File: src/rtl/debug_tx_arbiter.sv
// debug_tx_arbiter: shares one UART byte transmitter between the framed snapshot stream (A) and single-byte replies (B).
// Optional feature macro DEBUG_TX_PREEMPT_EN: lets one B byte slip into an open A frame.
module debug_tx_arbiter #(
    parameter logic [15:0] TIMEOUT_TICKS   = 16'd2000,
    parameter logic [8:0]  MAX_FRAME_BYTES = 9'd260
) (
    input  logic       clk_in,
    input  logic       reset,
    input  logic       a_req,
    input  logic [7:0] a_data,
    input  logic       a_last,
    output logic       a_ack,
    input  logic       b_req,
    input  logic [7:0] b_data,
    output logic       b_ack,
    output logic       tx_start,
    output logic [7:0] tx_data,
    input  logic       tx_busy,
    input  logic       tx_done,
    output logic       frame_active,
    output logic       err_timeout,
    output logic       err_overlength
);
    localparam logic [1:0] IDLE      = 2'd0;
    localparam logic [1:0] SEND      = 2'd1;
    localparam logic [1:0] WAIT_DONE = 2'd2;

    logic [1:0]  state;
    logic [8:0]  byte_cnt;
    logic [15:0] wd_cnt;
    logic        last_a, cur_a, cur_end, cur_ovl;
    logic        b_ok, grant_a, grant_b, done_ok, wd_expire;

`ifdef DEBUG_TX_PREEMPT_EN
    logic b_ins;
    // B is eligible inside a frame only if it has not already used its slot since the last A byte
    always_comb b_ok = b_req && !(frame_active && b_ins);
    // remember that a B byte was inserted into the open frame
    always_ff @(posedge clk_in) begin
        if (!reset) b_ins <= 1'b0;
        else if (grant_a) b_ins <= 1'b0;
        else if (grant_b) b_ins <= frame_active;
    end
`else
    // B waits for the frame boundary
    always_comb b_ok = b_req && !frame_active;
`endif

    // arbitration: B takes a tie when A was served last or when it may cut into the open frame
    always_comb begin
        grant_a   = state == IDLE && !tx_busy && a_req && !(b_ok && (last_a || frame_active));
        grant_b   = state == IDLE && !tx_busy && b_ok && !grant_a;
        done_ok   = state == WAIT_DONE && tx_done;
        wd_expire = state == WAIT_DONE && !tx_done && wd_cnt + 16'd1 == TIMEOUT_TICKS - 16'd1;
        tx_start  = state == SEND;
    end

    // byte handshake, frame tracking, round-robin pointer and watchdog
    always_ff @(posedge clk_in) begin
        if (!reset) begin
            state          <= IDLE;
            tx_data        <= 8'h00;
            a_ack          <= 1'b0;
            b_ack          <= 1'b0;
            frame_active   <= 1'b0;
            err_timeout    <= 1'b0;
            err_overlength <= 1'b0;
            byte_cnt       <= '0;
            wd_cnt         <= '0;
            last_a         <= 1'b0;
            cur_a          <= 1'b0;
            cur_end        <= 1'b0;
            cur_ovl        <= 1'b0;
        end else begin
            a_ack          <= grant_a;
            b_ack          <= grant_b;
            err_timeout    <= wd_expire;
            err_overlength <= done_ok && cur_a && cur_ovl;
            if (grant_a || grant_b) begin
                state   <= SEND;
                tx_data <= grant_a ? a_data : b_data;
                cur_a   <= grant_a;
            end
            if (grant_a) begin
                frame_active <= 1'b1;
                byte_cnt     <= byte_cnt + 9'd1;
                cur_end      <= a_last || byte_cnt == MAX_FRAME_BYTES;
                cur_ovl      <= !a_last && byte_cnt == MAX_FRAME_BYTES;
            end
            if (state == SEND) begin
                state  <= WAIT_DONE;
                wd_cnt <= '0;
            end
            if (done_ok) begin
                state  <= IDLE;
                last_a <= cur_a ? (cur_end || last_a) : 1'b0;
                if (cur_a && cur_end) begin
                    frame_active <= 1'b0;
                    byte_cnt     <= '0;
                end
            end else if (wd_expire) begin
                state        <= IDLE;
                frame_active <= 1'b0;
                byte_cnt     <= '0;
            end else if (state == WAIT_DONE) begin
                wd_cnt <= wd_cnt + 16'd1;
            end
        end
    end
endmodule

File: config.mk
export PLATFORM = sky130hd
export DESIGN_NAME = debug_tx_arbiter
export DESIGN_NICKNAME = d
export VERILOG_FILES = /design/src/rtl/debug_tx_arbiter.sv
export SDC_FILE = /design/constraint.sdc
export NUM_CORES = 1
export LEC_CHECK = 0
export CAP_MARGIN = 10
export CORE_ASPECT_RATIO = 1.5
export CORE_MARGIN = 4
export CORE_UTILIZATION = 55
export CTS_CLUSTER_DIAMETER = 60
export DETAILED_ROUTE_END_ITERATION = 12
export GPL_ROUTABILITY_DRIVEN = 0
export PLACE_DENSITY_LB_ADDON = 0.1
export SLEW_MARGIN = 10
export SYNTH_ARGS = -nofsm -noshare
export SYNTH_HDL_FRONTEND = slang
export SYNTH_SLANG_ARGS = --single-unit
File: constraint.sdc
create_clock -name clk_in -period 4.1 [get_ports clk_in]
set_input_delay 0.82 -clock clk_in [delete_from_list [all_inputs] [get_ports clk_in]]
set_output_delay 0.82 -clock clk_in [all_outputs]
set_load 0.005 [all_outputs]
==> run_1/port_nets.png <==
(4 px per um)
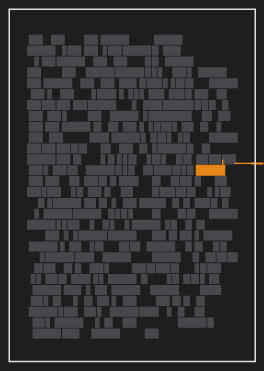
- err_timeout: orange (direction output; end cells 1; buffers 1; wire 6.70 um)

==> run_1/pins.png <==
(3 px per um) Pins as bars across the die edge, other pins in gray.
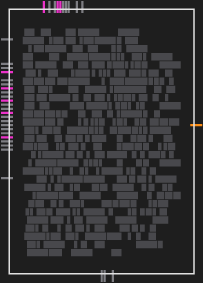
- err_timeout: orange (pins 1; direction output; edge right)
- a_data: magenta (pins 8; direction input; edge 5 left, 3 top)
- all pins by edge: 23 left, 10 top, 3 bottom, 1 right

==> run notes, run 1 <==
yosys + openroad results -> Final Hold Vio Count=0, vias after detailed routing=2197, Buffers & Inverters on Critical Path=1, register area=881 um2, CP peak stage delay=0.53 ns, clk cell area share=4.50%, largest area contributor in the netlist=dfxtp_1, first-pass iteration count of the detailed router=4, num ports=37, FP Util=~58%, HP Class=flip-flop to flip-flop, via/cell ratio=between 6 and 7, DR DRC count=0, Tapcells=about 45, Post-synth seq share=37.8%, Non-clock buffers=40, combinational share of cell area=46.8%, fa+ha+maj area frac=2.15%, # rows=28, worst vdd ir=~320 uV, cell count along the critical path=9, Cell Area, Synth=0.00233 mm2, fraction of layout cells with a size suffix above 1=between 7 and 8%, tool warnings=28, number of CTS-inserted buffers=5, simple-gate share of the synthesized area=31.0%, origin of the worst setup path=wd_cnt[1], Power Dens Cells=346 mW/mm2, hpwl dp=3850 um, Tmin final=3.03 ns, mux frac, synth=under 10%, number of clock sinks=between 40 and 50, flop share of the area=between 30% and 40%, Reg-to-Reg End=wd_cnt[8], Post-synth regs=44, die extent in y=a little under 90 um, Die W=61.1 um, CP Capture Type=flip-flop, FMAX=330 MHz, root buffer cell=clkbuf_8, antenna violations before repair=0, wirelength, routed=5510 um, crit start category=flip-flop, Port-buffer cells=36, CTS tree=built, Synth Net Count=309, antenna cells=0, CP cell instances=ha_1, nand3_1, nor4_1, nor3_1, a31oi_1, o31ai_2, buf_4, or4_1, a21oi_1, Slowest-stage cell, CP=dfxtp_1, WHS Path Cells=2, YS chip area=0.00233 mm2, post-synthesis xor/xnor area fraction=3.76%, RSZ-0062 raised after global routing=false, reg2reg start=wd_cnt[1], worst setup path endpoint=wd_cnt[8], Synth warnings=0, Post-Synth AOI/OAI Area=16.0%, Worst Reg-to-Reg Cells=9, # Cells Yosys=282, required time worst endpoint=about 4.3 ns, first-pass GRT wire length=9270 um, crit path max fanout=20, Clock Skews=0.00379 ns, CTS resizes=0, GRT Util Overall=22.4%, Layout clock buffers=7, dominant kind of cell by area=combinational gates, WHS=0.456 ns, Nets=336, Post CTS Setup Buffer Count=0, Crit Path Category=flip-flop to flip-flop, logic area=roughly 0.0013 mm2, Synth area leaders=dfxtp_1 (38%), nor2_1 (6.9%), nand3_1 (3.7%), vias in the first global route=2123, Area leader share=37.8%, Logic Gate Count=approximately 210, core area=0.00403 mm2, H-tree depth=2, CP delay by family, top=simple AND/OR/NAND/NOR gates, asr flop ratio synth=0%, hold bufs inserted after CTS=0, area added between synthesis and finish=20.8%, WP data arrival=3.26 ns, 1st-iter DRT viols=136, inverters=11, FILL cells=349, worst hold path startpoint=cur_ovl, Top logic family=simple AND/OR/NAND/NOR gates, Hold EP=err_overlength, status=finished, final reports clean, flop count=44, Syn Area/Cell=8.25 um2, setup_tns=0 ns, clock tree buffer depth=2, pins over their slew limit=0, slew margin rel.=60.5%, clk latency late pin=0.30 ns, antenna viol nets, final=0, slew at the pin closest to its max-slew limit=just under 0.6 ns, Mapped Cells=282, Tcrit/Tclk final=73.9%, worst reg2reg setup slack=around 1.1 ns, total die size=approximately 0.0054 mm2, largest net degree at the start of global routing=21, Leak Pwr=approximately 0.97 nW, Non-clock buffer share=13.9%, GRT overflow=0, setup violators final=0, MaxCap Viol Count=0, top_reg_cell synth=dfxtp_1, commonest cells in the netlist=dfxtp_1 (44), nor2_1 (43), nand2_1 (17), nand3_1 (17), a21oi_1 (15), distinct cell type count after synthesis=53, number of enable flip-flop cells=0, Clk pin slew, worst setup/hold paths=0.08 ns, most frequent cell after synthesis=dfxtp_1
==> run_1/registers.png <==
(3 px per um) Other sequential cells in the stronger gray, the rest of the logic in the fainter gray.
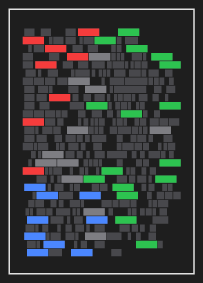
- wd_cnt: green (flops 16)
- byte_cnt: blue (flops 9; where bottom left)
- tx_data: red (flops 8; where top left)

==> run_1/final_congestion.png <==
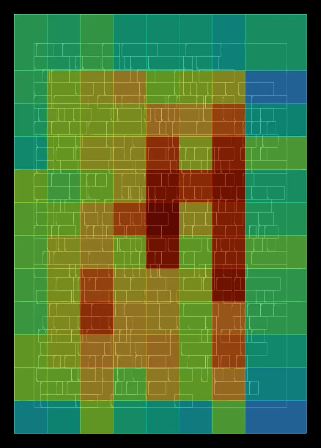
Core Util, Final: 69.8%
GR Util met1: 25.0%
met3 GRT Util: 4.87%
GRT busiest layer: met2
Wirelength per Cell: 15.5 um

## run 1: cells by family after synthesis
family / after synthesis
DFF: 44
buffers and inverters: 31
muxes: 8
and+or+nand+nor: 133
AOI/OAI and AO/OA: 52
xor gates and xnor gates: 10
adders and majority gates: 4
## run 1: per-layer routing
metal	part of all wire, %	global-route usage (%)
met5	0	0
met4	2.5	11.0
met2	53	38.9
met3	4.7	4.87
met1	40	25.0
## run 1: power breakdown
group,total (W),internal (W),switching (W)
sequential,0.000466,0.000445,0.0000217
combinational,0.000144,0.0000702,0.0000738
clock,0.000362,0.000215,0.000147
## run 1: per-stage QoR
stage               util, %  setup slack, ns  cells  power [W]  area [um2]
global placement       66.6            0.893    347   0.000619        2680
global route           69.8            0.803    355    0.00102        2810
floorplan                 -             1.48    282   0.000554        2330
CTS                    69.8             1.08    355   0.000981        2810
detailed placement     66.6            0.837    347   0.000620        2680
finish                 69.8             1.07    355   0.000973        2810
## run 1: cells in the final DEF, fill, tap and decap left out, types with 8 or more instances in the layout
| cell type | instances |
|---|---|
| nand2_1 | 17 |
| inv_1 | 10 |
| clkdlybuf4s50_1 | 36 |
| nand3_1 | 17 |
| nor2_1 | 43 |
| dfxtp_1 | 44 |
| nor3_1 | 8 |
| a21oi_1 | 15 |
| nand4_1 | 10 |
## run 1: tightest hold or removal path, delay by kind of cell, from the launching register on
family	cells	cell delay, ns
simple gates	2	0.10
flops	1	0.32
## run 1: flip-flops by register name (all words and copies together), names as in the netlist, 2 cells and up
| register | count |
|---|---|
| wd_cnt | 16 |
| tx_data | 8 |
| byte_cnt | 9 |
| state | 2 |
--- run 2 (diff from run 1) ---
Settings changed: CORE_UTILIZATION 55 to 53.
Clock period 4.1 ns to 2.9 ns, I/O delays scaled along.
==> run 2 against run 1 <==
Net effect: flip-flop count stayed put; cell area increased by 3.9%; routed wire length grew 2.4%; highest routed layer unchanged; largest cell class unchanged; non-clock buffer count is 17 higher; first-iteration DRC count shrank 10%; combinational power rose by about 50%; clock skew grew 0.0016 ns; critical path type unchanged; die area increased by 3.3%.
==> run notes, run 2 <==
yosys + openroad results -> reg2reg start=wd_cnt[1], FP Util=approximately 55%, Clock Skews=approximately 0.0054 ns, Clock power frac=30.4%, Tmin final=2.65 ns, met3 wire len=~300 um, top_reg_cell synth=dfxtp_1, Post CTS Setup Buffer Count=0, Power Dens Cells=431 mW/mm2, vias after detailed routing=between 2000 and 2500, Top cells excl fill/tap=dfxtp_1 (44), nor2_1 (43), clkdlybuf4s50_1 (36), CTS resizes=0, FMAX=about 380 MHz, top flop regs=wd_cnt x16, byte_cnt x9, tx_data x8, Combinational Power=0.000216 W, GRT Util Overall=around a fifth, met3 GRT Util=4.53%, Tcrit/Tclk final=91.4%, slew margin rel.=roughly three fifths, Power Clock=0.000383 W, commonest cells in the netlist=dfxtp_1 (44), nor2_1 (43), nand2_1 (17), nand3_1 (17), a21oi_1 (15), Comb pwr share=roughly 17%, core area=0.00425 mm2, distinct cell type count after synthesis=53, clock tree buffer depth=2, GRT overflow=0, Post-synth seq share=37.8%, antenna viol nets, final=0, crit path max fanout=20, status=finished, final reports clean, pins over their slew limit=0, CP Capture Type=flip-flop, worst vdd ir=350 uV, worst setup path endpoint=wd_cnt[8], Clk pin slew, worst setup/hold paths=0.08 ns, CP delay by family, top=simple AND/OR/NAND/NOR gates, Reg-to-Reg End=wd_cnt[8], Synth warnings=0, Nets=353, most frequent cell after synthesis=dfxtp_1, Port-buffer cells=36, setup violators final=0, Max Used Layer=met4, root buffer cell=clkbuf_8, placed cell area=0.00283 mm2, CTS tree=built, total die size=0.00554 mm2, clk latency late pin=0.29 ns, slew at the pin closest to its max-slew limit=between 0.5 and 0.6 ns, P_seq=0.000659 W, CP cell instances=ha_1, nand3_1, or2_2, nor4b_2, nor3_2, o31ai_2, buf_12, or4_1, a21oi_1, CP peak stage delay=0.46 ns, origin of the worst setup path=wd_cnt[1], Crit Path Category=flip-flop to flip-flop, Largest Register=wd_cnt, MaxCap Viol Count=0, Syn Area/Cell=8.25 um2, die extent in y=89.2 um, # rows=29, number of CTS-inserted buffers=5, Synth area leaders=dfxtp_1 (38%), nor2_1 (6.9%), nand3_1 (3.7%), num ports=37, wirelength, routed=5640 um, HP Class=flip-flop to flip-flop, YS chip area=0.00233 mm2, vias in the first global route=2183, setup_tns=0 ns, Pwr top=registers, Die W=62.1 um, tool warnings=28, Synth Net Count=309, WP data arrival=2.86 ns, DR DRC count=0
-- run 2: cell counts after synthesis --
No cell type changed its count.
-- run 2: worst register-to-register path: cells and delay by family, from the launching register on --
| family | cells | cell delay, ns |
|---|---|---|
| DFF | 1 | 0.41 |
| and+or+nand+nor | 5 | 1.49 |
| buffers and inverters | 1 | 0.17 |
| AOI/OAI and AO/OA | 2 | 0.28 |
| adders and majority gates | 1 | 0.22 |
-- run 2: metrics by stage --
stage	utilization (%)	hold WS [ns]	total power, W	instances	setup WS (ns)
2_1_floorplan	-	0.421	0.000784	282	0.279
3_3_place_gp	66.5	0.447	0.000885	365	0.197
3_5_place_dp	66.5	0.454	0.000889	365	0.117
4_1_cts	68.6	0.472	0.00127	373	0.235
5_1_grt	68.8	0.480	0.00132	373	0.0625
6_report	68.8	0.462	0.00126	373	0.250
-- run 2: area by class of cell --
type,count,area (um2)
clock inverter,3,18.8
fill,357,1330
multi-input combinational,207,1320
clock buffer,5,68.8
tap,46,57.6
timing repair buffer,57,531
sequential,44,881
inverter,11,41.3
-- run 2: cells by family (layout without fill, tap and decap cells) --
family                     Yosys count  in the layout  synth area share [%]
DFF                                 44             44                  37.8
AOI/OAI and AO/OA                   52             52                  16.0
buffers and inverters               31             76                  5.64
and+or+nand+nor                    133            133                  31.0
xor gates and xnor gates            10             10                  3.76
muxes                                8              8                  3.60
adders and majority gates            4              4                  2.15
-- run 2: worst min path at each step --
stage | end | start | cells after the start | slack, ns
after detailed placement | err_overlength | cur_ovl | 2 | 0.45
final | err_overlength | cur_ovl | 2 | 0.46
after global placement | err_overlength | cur_ovl | 2 | 0.45
after global routing | err_overlength | cur_ovl | 2 | 0.48
after CTS | err_overlength | cur_ovl | 2 | 0.47
after floorplan | err_overlength | cur_ovl | 2 | 0.42
==> run_2/port_nets.png <==
(4 px per um)
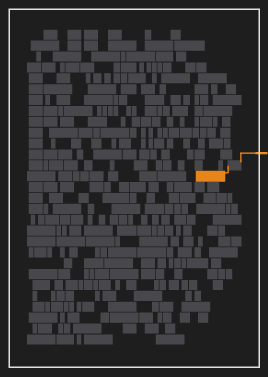
- err_timeout: orange (direction output; end cells 1; buffers 1; wire 8.80 um)

==> run_2/metal_stack.png <==
(4 px per um)
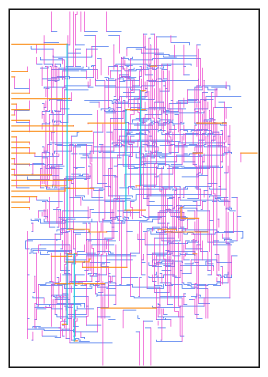
- met1: blue (wire length 2230 um)
- met3: orange (wire length 302 um)
- met4: cyan (wire length 135 um)
- met2: magenta (wire length 2980 um)

==> run_2/final_congestion.png <==
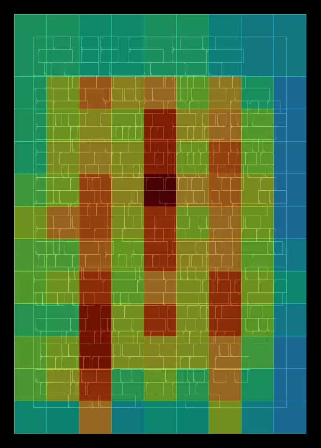
Wirelength per Cell: 15.1 um
GR Util met1: 21.3%
met2 layer usage reported by global route: 39.2%

--- run 3 (diff from run 2) ---
Clock period 2.9 ns to 3.03 ns, I/O delays scaled along.
==> run 3 against run 2 <==
Net effect: first-iteration DRC count up 0.82%; sequential power down 4.1%; non-clock buffer count down 8; clock skew up 0.0033 ns; flip-flop count unchanged; core utilization down 1.2 points; hold slack better by 0.0098 ns; synthesized area unchanged; count of clock-buffer cells in the layout unchanged; worst setup slack worse by 0.011 ns; critical path type unchanged; largest cell class unchanged; highest routed layer unchanged.
==> run notes, run 3 <==
yosys + openroad results -> top_reg_cell synth=dfxtp_1, die extent in y=between 80 and 90 um, first-pass GRT wire length=9420 um, 1st-iter DRT viols=123, required time worst endpoint=3.25 ns, Syn Area/Cell=just over 8 um2, Post-synth regs=44, slew at the pin closest to its max-slew limit=between 0.5 and 0.6 ns, Port-buffer cells=36, vias in the first global route=2153, Top cells excl fill/tap=dfxtp_1 (44), nor2_1 (43), clkdlybuf4s50_1 (36), most frequent cell after synthesis=dfxtp_1, Worst Reg-to-Reg Cells=8, Largest Register=wd_cnt, hold bufs inserted after CTS=0, Leak Pwr=1.00 nW, FP Util=54.8%, number of CTS-inserted buffers=5, Area leader share=37.8%, Clock Skews=0.00866 ns, CP cell instances=ha_1, nand3_1, nor4_2, nor3_1, a31oi_1, o31ai_4, or4_1, a21oi_1, top flop regs=wd_cnt x16, byte_cnt x9, tx_data x8, CP peak stage delay=0.54 ns, Power Dens Cells=420 mW/mm2, Mapped Cells=282, RSZ-0062 raised after global routing=false, wirelength, routed=5470 um, Cell Count, Final, Fillers Out=365, Tcrit/Tclk final=92.1%, Synth warnings=0, fraction of layout cells with a size suffix above 1=11.3%, root buffer cell=clkbuf_8, CTS resizes=0, CP delay by family, top=simple AND/OR/NAND/NOR gates, FILL cells=365, Post CTS Setup Buffer Count=0, worst reg2reg setup slack=0.24 ns, pins over their slew limit=0, simple-gate share of the synthesized area=31.0%, WHS Path Cells=2, crit start category=flip-flop, Tmin final=2.79 ns, Synth Net Count=between 300 and 400, setup_tns=0 ns, asr flop ratio synth=0%, post-synthesis xor/xnor area fraction=3.76%, num ports=37, Clk pin slew, worst setup/hold paths=0.09 ns, largest area contributor in the netlist=dfxtp_1, clk latency late pin=0.30 ns, cell count along the critical path=8, slew margin rel.=between 60% and 70%, Buffers & Inverters on Critical Path=0, antenna viol nets, final=0, max FFs per register=16, hpwl dp=4080 um, largest net degree at the start of global routing=19, dpl cells=357, # rows=29, distinct cell type count after synthesis=roughly 53, CTS tree=built, Top logic family=simple AND/OR/NAND/NOR gates, vias after detailed routing=2210, fa+ha+maj area frac=2.15%, Final Hold Vio Count=0, FMAX=358 MHz, number of enable flip-flop cells=0, mux frac, synth=under 10%, post-route setup slack=0.239 ns, H-tree depth=2, antenna cells=0, CP Capture Type=flip-flop, status=finished, final reports clean, area added between synthesis and finish=23.2%, most frequent logic cell in the layout=dfxtp_1, DR DRC count=0, GRT overflow=0, MaxCap Viol Count=0, core area=0.00425 mm2, antenna violations before repair=0, Post-Synth AOI/OAI Area=16.0%, Synth area leaders=dfxtp_1 (38%), nor2_1 (6.9%), nand3_1 (3.7%), Cell Area, Synth=between 0.002 and 0.0025 mm2
-- run 3: cell counts after synthesis --
No cell type changed its count.
-- run 3: final cells by class --
type	count	area (um2)	share of cell area, %
inverter	11	41.3	1.44
sequential	44	881	30.7
multi-input combinational	207	1340	46.7
timing repair buffer	49	458	16.0
clock inverter	3	21.3	0.742
clock buffer	5	68.8	2.40
tap	46	57.6	2.01
-- run 3: worst paths after layout --
| kind | to | from |
|---|---|---|
| setup / recovery | wd_cnt[10] | wd_cnt[1] |
| hold / removal | err_overlength | cur_ovl |
| setup reg to reg | wd_cnt[10] | wd_cnt[1] |
| hold reg to reg | err_overlength | cur_ovl |
-- run 3: per-stage QoR --
| stage | hold slack [ns] | instance area (um2) | total power [W] | util, % |
|---|---|---|---|---|
| floorplan | 0.421 | 2330 | 0.000750 | - |
| detailed placement | 0.474 | 2750 | 0.000844 | 64.8 |
| finish | 0.471 | 2870 | 0.00121 | 67.6 |
| global route | 0.480 | 2870 | 0.00127 | 67.6 |
| global placement | 0.442 | 2750 | 0.000840 | 64.8 |
| CTS | 0.473 | 2840 | 0.00122 | 67.0 |
-- run 3: worst register-to-register path, stage by stage (launching register included) --
cell	delay, ns
dfxtp_1	0.54
ha_1	0.27
nand3_1	0.20
nor4_2	0.41
nor3_1	0.08
a31oi_1	0.42
o31ai_4	0.16
or4_1	0.48
a21oi_1	0.16
-- run 3: where the power goes --
group	switching, W	internal (W)	total, W
clock	0.000211	0.000164	0.000375
combinational	0.0000999	0.0000987	0.000199
sequential	0.0000302	0.000602	0.000632
total	0.000341	0.000864	0.00121
-- run 3: routing by layer --
metal | global-route usage (%) | share of wire, %
met1 | 21.6 | 40
met2 | 38.6 | 51
met3 | 5.53 | 6.1
met4 | 9.66 | 3.0
met5 | 0 | 0
==> run_3/final_congestion.png <==
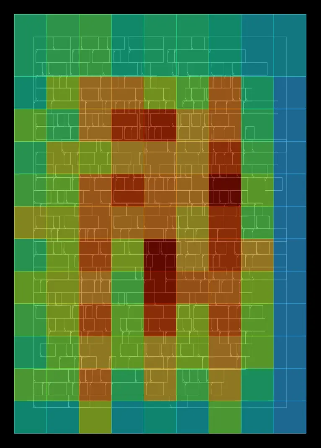
met2 layer usage reported by global route: 38.6%
GRT Util Overall: 20.7%
GR Util met1: 21.6%
Core Util, Final: 67.6%
met3 GRT Util: 5.53%

==> run_3/port_nets.png <==
(4 px per um)
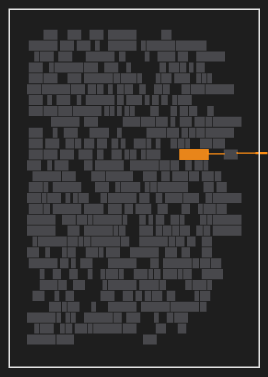
- err_timeout: orange (direction output; end cells 1; buffers 1; wire 9.90 um)

==> run_3/registers.png <==
(3 px per um) Other sequential cells in the stronger gray, the rest of the logic in the fainter gray.
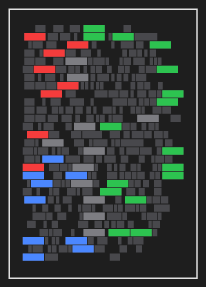
- byte_cnt: blue (flops 9)
- tx_data: red (flops 8)
- wd_cnt: green (flops 16)
- not colored: 11

Power is estimated from default activity; no workload was simulated.
